[config.mk]
export PLATFORM = sky130hd
export DESIGN_NAME = dff_share_arbiter
export DESIGN_NICKNAME = d
export VERILOG_FILES = /design/src/rtl/dff_arb_pkg.sv /design/src/rtl/rr_pick.sv /design/src/rtl/dff_share_arbiter.sv
export SDC_FILE = /design/constraint.sdc
export NUM_CORES = 1
export LEC_CHECK = 0
export ABC_AREA = 0
export CAP_MARGIN = 20
export CORE_ASPECT_RATIO = 1.2
export CORE_MARGIN = 4
export CORE_UTILIZATION = 37
export DETAILED_ROUTE_END_ITERATION = 7
export GPL_TIMING_DRIVEN = 0
export PLACE_DENSITY = 0.76
export SLEW_MARGIN = 20
export SYNTH_ARGS = -nofsm -noshare
export SYNTH_HDL_FRONTEND = slang
export SYNTH_SLANG_ARGS = --single-unit
[constraint.sdc]
create_clock -name clk -period 1.4 [get_ports clk]
set_input_delay 0.14 -clock clk [delete_from_list [all_inputs] [get_ports clk]]
set_output_delay 0.14 -clock clk [all_outputs]
set_load 0.02 [all_outputs]
[src/rtl/dff_arb_pkg.sv]
// Shared definitions for the shared D-register arbiter.
//   ST_IDLE / ST_HOLD : FSM state encodings
//   clog2_min1(n)     : index width that is never zero (1 for n <= 1)
package dff_arb_pkg;

    localparam logic [0:0] ST_IDLE = 1'b0;
    localparam logic [0:0] ST_HOLD = 1'b1;

    // Width of an index able to address n items; a single item still gets one bit.
    function automatic int unsigned clog2_min1(input int unsigned n);
        return (n > 32'd1) ? 32'($clog2(n)) : 32'd1;
    endfunction

endpackage

[src/rtl/rr_pick.sv]
// Combinational rotate-priority picker.
// Searches req starting at (last+1) mod N upward with wrap-around and
// returns the first set bit.
//   req        in   N      request vector
//   last       in   OWN_W  index of the previous winner
//   gnt_onehot out  N      one-hot winner (all zero when nothing requests)
//   gnt_idx    out  OWN_W  winner index (0 when nothing requests)
//   any        out  1      at least one request present
module rr_pick
    import dff_arb_pkg::*;
#(
    parameter  int unsigned N     = 4,
    localparam int unsigned OWN_W = clog2_min1(N)
) (
    input  logic [N-1:0]     req,
    input  logic [OWN_W-1:0] last,
    output logic [N-1:0]     gnt_onehot,
    output logic [OWN_W-1:0] gnt_idx,
    output logic             any
);

    logic        hi_any;
    logic        lo_any;
    int unsigned hi_idx;
    int unsigned lo_idx;
    int unsigned pick;

    // Lowest requester above last wins; otherwise wrap to the lowest at or below last.
    always_comb begin
        hi_any = 1'b0;
        lo_any = 1'b0;
        hi_idx = 32'd0;
        lo_idx = 32'd0;
        for (int i = int'(N) - 1; i >= 0; i--) begin
            if (req[i]) begin
                if (32'(i) > 32'(last)) begin
                    hi_any = 1'b1;
                    hi_idx = 32'(i);
                end else begin
                    lo_any = 1'b1;
                    lo_idx = 32'(i);
                end
            end
        end
    end

    // Final selection and one-hot expansion.
    always_comb begin
        any        = hi_any | lo_any;
        pick       = hi_any ? hi_idx : lo_idx;
        gnt_idx    = OWN_W'(pick);
        gnt_onehot = '0;
        for (int i = 0; i < int'(N); i++) begin
            gnt_onehot[i] = any && (pick == 32'(i));
        end
    end

endmodule

[src/rtl/dff_share_arbiter.sv]
// One DATA_W-bit D-register (true + complement) shared by NUM_REQ writers.
// A round-robin arbiter grants one writer per transfer; after each write the
// register is locked for HOLD_CYCLES cycles before the next grant.
//   clk        in   1               rising-edge clock
//   rst        in   1               asynchronous active-high reset
//   req_valid  in   NUM_REQ         writer i requests a write
//   req_data   in   NUM_REQ*DATA_W  writer i data at [i*DATA_W +: DATA_W]
//   req_ready  out  NUM_REQ         one-hot grant, combinational from req_valid
//   q          out  DATA_W          stored value
//   q_n        out  DATA_W          bitwise complement of q
//   owner      out  OWN_W           writer of the current q
//   busy       out  1               register locked (HOLD)
//   upd        out  1               pulse in the cycle after a write
module dff_share_arbiter
    import dff_arb_pkg::*;
#(
    parameter  int unsigned NUM_REQ     = 4,
    parameter  int unsigned DATA_W      = 8,
    parameter  int unsigned HOLD_CYCLES = 2,
    localparam int unsigned OWN_W       = clog2_min1(NUM_REQ)
) (
    input  logic                      clk,
    input  logic                      rst,
    input  logic [NUM_REQ-1:0]        req_valid,
    input  logic [NUM_REQ*DATA_W-1:0] req_data,
    output logic [NUM_REQ-1:0]        req_ready,
    output logic [DATA_W-1:0]         q,
    output logic [DATA_W-1:0]         q_n,
    output logic [OWN_W-1:0]          owner,
    output logic                      busy,
    output logic                      upd
);

    localparam int unsigned CNT_W = clog2_min1(HOLD_CYCLES);

    logic [0:0]         state;
    logic [0:0]         state_nxt;
    logic [CNT_W-1:0]   hold_cnt;
    logic [CNT_W-1:0]   hold_cnt_nxt;
    logic [OWN_W-1:0]   last;
    logic [NUM_REQ-1:0] gnt_onehot;
    logic [OWN_W-1:0]   gnt_idx;
    logic               any;
    logic               load;
    logic [DATA_W-1:0]  win_data;

    // Round-robin winner among the current requests.
    rr_pick #(
        .N (NUM_REQ)
    ) u_pick (
        .req        (req_valid),
        .last       (last),
        .gnt_onehot (gnt_onehot),
        .gnt_idx    (gnt_idx),
        .any        (any)
    );

    // Data mux driven by the one-hot grant.
    always_comb begin
        win_data = '0;
        for (int i = 0; i < int'(NUM_REQ); i++) begin
            if (gnt_onehot[i]) begin
                win_data = win_data | req_data[i*int'(DATA_W) +: DATA_W];
            end
        end
    end

    // Next-state and grant logic; grants only in IDLE.
    always_comb begin
        state_nxt    = state;
        hold_cnt_nxt = hold_cnt;
        req_ready    = '0;
        load         = 1'b0;
        case (state)
            ST_IDLE: begin
                if (any) begin
                    req_ready    = gnt_onehot;
                    load         = 1'b1;
                    hold_cnt_nxt = CNT_W'(HOLD_CYCLES - 32'd1);
                    state_nxt    = ST_HOLD;
                end
            end
            ST_HOLD: begin
                if (hold_cnt == '0) begin
                    state_nxt = ST_IDLE;
                end else begin
                    hold_cnt_nxt = hold_cnt - CNT_W'(1);
                end
            end
            default: begin
                state_nxt = ST_IDLE;
            end
        endcase
    end

    // State and hold counter.
    always_ff @(posedge clk or posedge rst) begin
        if (rst) begin
            state    <= ST_IDLE;
            hold_cnt <= '0;
        end else begin
            state    <= state_nxt;
            hold_cnt <= hold_cnt_nxt;
        end
    end

    // Shared register, ownership and status outputs.
    // last resets to NUM_REQ-1 so that writer 0 has first priority.
    always_ff @(posedge clk or posedge rst) begin
        if (rst) begin
            q     <= '0;
            q_n   <= '1;
            owner <= '0;
            last  <= OWN_W'(NUM_REQ - 32'd1);
            busy  <= 1'b0;
            upd   <= 1'b0;
        end else begin
            busy <= (state_nxt == ST_HOLD);
            upd  <= load;
            if (load) begin
                q     <= win_data;
                q_n   <= ~win_data;
                owner <= gnt_idx;
                last  <= gnt_idx;
            end
        end
    end

endmodule
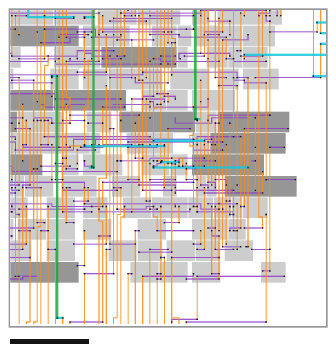
(images/closeup.png)
Bar = 10 um. Region (23, 0) to (63, 40) um. Cells in gray, sequential cells in the stronger gray; small squares are vias.
layer	color
M1	purple
M3	cyan
M4	green
M2	orange
sequential cells in the window	10
netlist names of flops here include	`q` (4), `q_n` (3)
cells with their middle in the window	81
most frequent	clkdlybuf4s50_1 (15), dlygate4sd2_1 (8), dfrtp_1 (6)

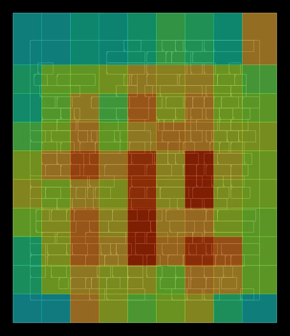
(images/congestion_map.png)
DR WL/cell: 20.3 um
met3 usage: 4.23%
busiest grt layer: met2

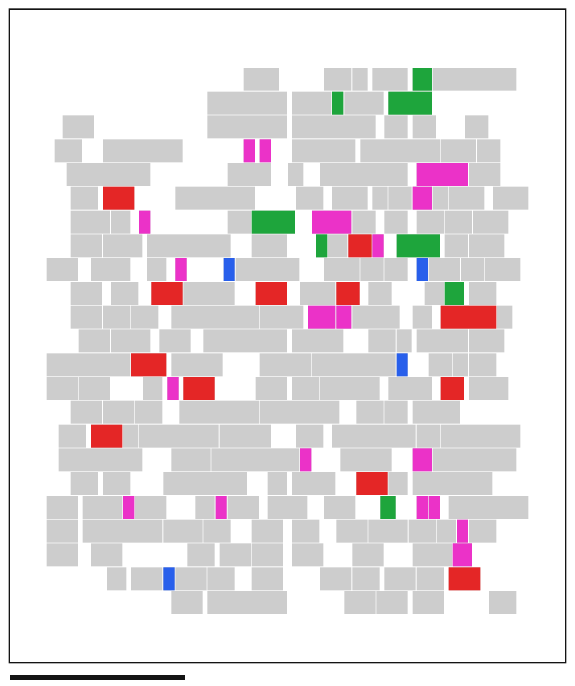
(images/gates.png)
Bar = 20 um.
family	color	cells	most used
nand cells	green	8	nand2b_4
non-inverting ao/oa cells	red	12	a32o_1
nor cells	magenta	19	nor2_1
inv cells	blue	4	inv_1

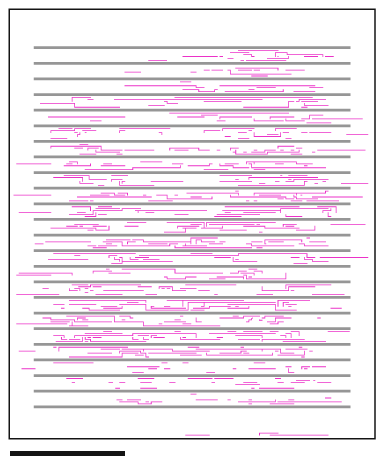
(images/m1.png)
Bar = 20 um. Supply wires on this layer in gray.
longest straight run	25.8 um
nets with wire on the layer	224
share of all routed wire	39%
wire length on this layer	1,950 um
main direction	horizontal

==> impl_metrics.json <==
{
  "max_freq_ghz": 0.537,
  "failed_checks": "negative setup slack",
  "synth.largest_area_cell": "dfrtp_1",
  "setup_tns_ns": -5.63,
  "finalWorstSetupSlack_ns": -0.462,
  "syn-num-nets": 167,
  "place_congestion": 0.845,
  "top_area_share_pct": 23.8,
  "rsz0062_at_grt": "yes",
  "track_usage_pct": 22.8,
  "overflow": 0,
  "r2r-end": "q_n[3]$_DFFE_PP1P_",
  "antenna_found_initial": 0,
  "worstReg2RegStart": "last[1]$_DFFE_PP1P_",
  "min_path_cells": 4,
  "chipArea_um2": 4730,
  "cp.arrival_ns": 1.72,
  "dp_hpwl_um": 3320,
  "synth.logic.top_family": "AND-OR/OR-AND gates",
  "powerDensity_nw_per_um2": 2130,
  "clock-sinks": 23,
  "min_to": "hold_cnt$_DFFE_PP0P_",
  "vias_per_cell": 5.83,
  "netlist_instances": 129,
  "drt-initial-drc-count": 74,
  "core-area_um2": 3450,
  "grt_max_degree": 24,
  "cts_tree": "done",
  "num_rows": 23,
  "synth_area_um2": 1370,
  "topCellsByArea": "dfrtp_1, dfstp_2, a41oi_2, a32o_1, o21ai_0",
  "drive_gt1_share_pct": 43.6,
  "initCoreUtil_pct": 39.6,
  "cts_root_buffer": "clkbuf_8",
  "crit_required_ns": 1.26,
  "cts.clk_slew.worst_paths_ns": 0.09,
  "end_kind": "output pin",
  "drc": 0,
  "min_period_ns": 1.86,
  "p_seq_share_pct": 25.0,
  "portBuffers": 60,
  "ys_chip_area_um2": 1370,
  "yosys.area_share.aoi_pct": 37.1,
  "yosysCellCount": 129,
  "critPathMaxFanout": 3,
  "worst_setup_path_start_kind": "flip-flop",
  "synthTopCellsByCount": "nor2_1, dfrtp_1, o21ai_0",
  "fin_crit_sh_pct": 133,
  "final_nets": 250,
  "die_h_um": 74.6,
  "relSlewSlack_pct": 41.5,
  "route.antenna.remaining_nets": 0,
  "clkPwrFrac_pct": 8.4,
  "p_total_mw": 5.23,
  "grt_pass1_wl_um": 8210,
  "place_ws_ns": -1.04,
  "final_cell_area_um2": 2450,
  "grt_pass1_vias": 1648,
  "adder_share_pct": 0,
  "ioPinCount": 62,
  "path_class": "reg -> out",
  "edf_count": 0,
  "status": "finished with violations",
  "slew_violations": 0,
  "clkLatencyLatePin_ns": 0.28,
  "hold_viol": 0,
  "simple_gate_area_share_pct": 12.5,
  "xor_share_pct": 0,
  "worstHoldStart": "req_valid[1]",
  "synth_cell_types": 38,
  "ff2ff_path_depth": 7,
  "dr.pass1.iters": 4,
  "h-tree-depth": 1,
  "worstMarginPinSlew_ns": 0.876,
  "max-vdd-ir-drop_v": 0.00100,
  "area_delta_synth_final_pct": 79.6,
  "die_w_um": 63.5,
  "dr_total_vias": 1447,
  "hold_class": "in -> reg",
  "ys_sh_mux_pct": 1.56,
  "synth-seq-cells": 23,
  "dpl-instance-area_um2": 2080,
  "diodes": 0,
  "internal_power_mw": 3.00,
  "warning_count": 29,
  "top_cell": "nor2_1",
  "cap_violations": 0,
  "combPwrFrac_pct": 66.6,
  "cts-buffers-inserted": 3,
  "yosys_warnings": 0,
  "regToRegSetupSlack_ns": -0.29,
  "setup_viol": 22,
  "p_sw_mw": 2.23,
  "finClkSkew_ns": 0.0108
}
## how the worst max path moves through the flow
| stage | from | endpoint |
|---|---|---|
| final | last[1]$_DFFE_PP1P_ | req_ready[0] |
| after global routing | last[1]$_DFFE_PP1P_ | req_ready[1] |
| after CTS | last[1]$_DFFE_PP1P_ | req_ready[1] |
| after detailed placement | req_valid[3] | req_ready[2] |
| after global placement | req_valid[3] | req_ready[2] |
| after floorplan | last[1]$_DFFE_PP1P_ | req_ready[2] |
## repair_timing
item	CTS	global route
setup buffers	19	1
setup endpoints to repair	38	29
gates resized	78	22
pin swaps	27	8
hold buffers	0	0
## worst max-delay path, cell delays in order (launching register included)
cell and delay (ns):
dfstp_2 0.55, buf_4 0.14, buf_4 0.12, nor2b_2 0.05, o21bai_4 0.17, nand3_1 0.12, nor2_2 0.15, buf_6 0.14
## logic make-up (layout without fill, tap and decap cells)
group           count (synthesis)  count (layout)
compound gates                 59              59
buf+inv                        13              95
flops                          23              23
mux                             2               2
simple gates                   32              32
## flip-flops by register name, summed over array words and instances, names as in the netlist
signal	count
owner	2
last	2
hold_cnt	1
q	8
busy	1
q_n	8
upd	1
## layout by cell type (no fill, tap or decap), drive strengths merged, types with 4 or more instances in the layout
cell           Yosys  final
clkdlybuf4s50      0     35
buf                7     29
dlygate4sd2        0     16
nor2              14     14
dfrtp             13     13
o21ai             13     13
dfstp             10     10
a22oi              8      8
a31oi              8      8
a32o               8      8
a41oi              8      8
dlymetal6s2s       0      5
clkbuf             2      5
nand2b             5      5
inv                4      4
a21oi              4      4
## routing by layer
metal  share of wire (%)  global-route usage, %
met1                  39                   25.5
met2                  55                   43.4
met3                 4.2                   4.23
met4                 2.2                   7.91
met5                   0                      0
## area by class of cell
type,count,area (um^2)
Timing Repair Buffer,78,764
Sequential cell,23,588
Clock buffer,3,41.3
Clock inverter,1,7.51
Fill cell,243,1000
Buffer,9,100
Inverter,4,15.0
Multi-Input combinational cell,93,891
Tap cell,37,46.3
## through the flow
stage,utilization [%],cells
floorplan,-,129
global placement,60.1,226
detailed placement,60.1,226
CTS,69.1,249
global route,71.1,248
finish,71.1,248
## power groups by stage
stage | logic (mW) | registers (mW) | clock network [mW]
finish | 3.48 | 1.31 | 0.439
global route | 3.68 | 1.35 | 0.478
CTS | 3.33 | 1.31 | 0.447
detailed placement | 2.85 | 1.36 | 0
global placement | 2.79 | 1.35 | 0
floorplan | 1.40 | 1.70 | 0
Power is estimated from default activity; no workload was simulated.
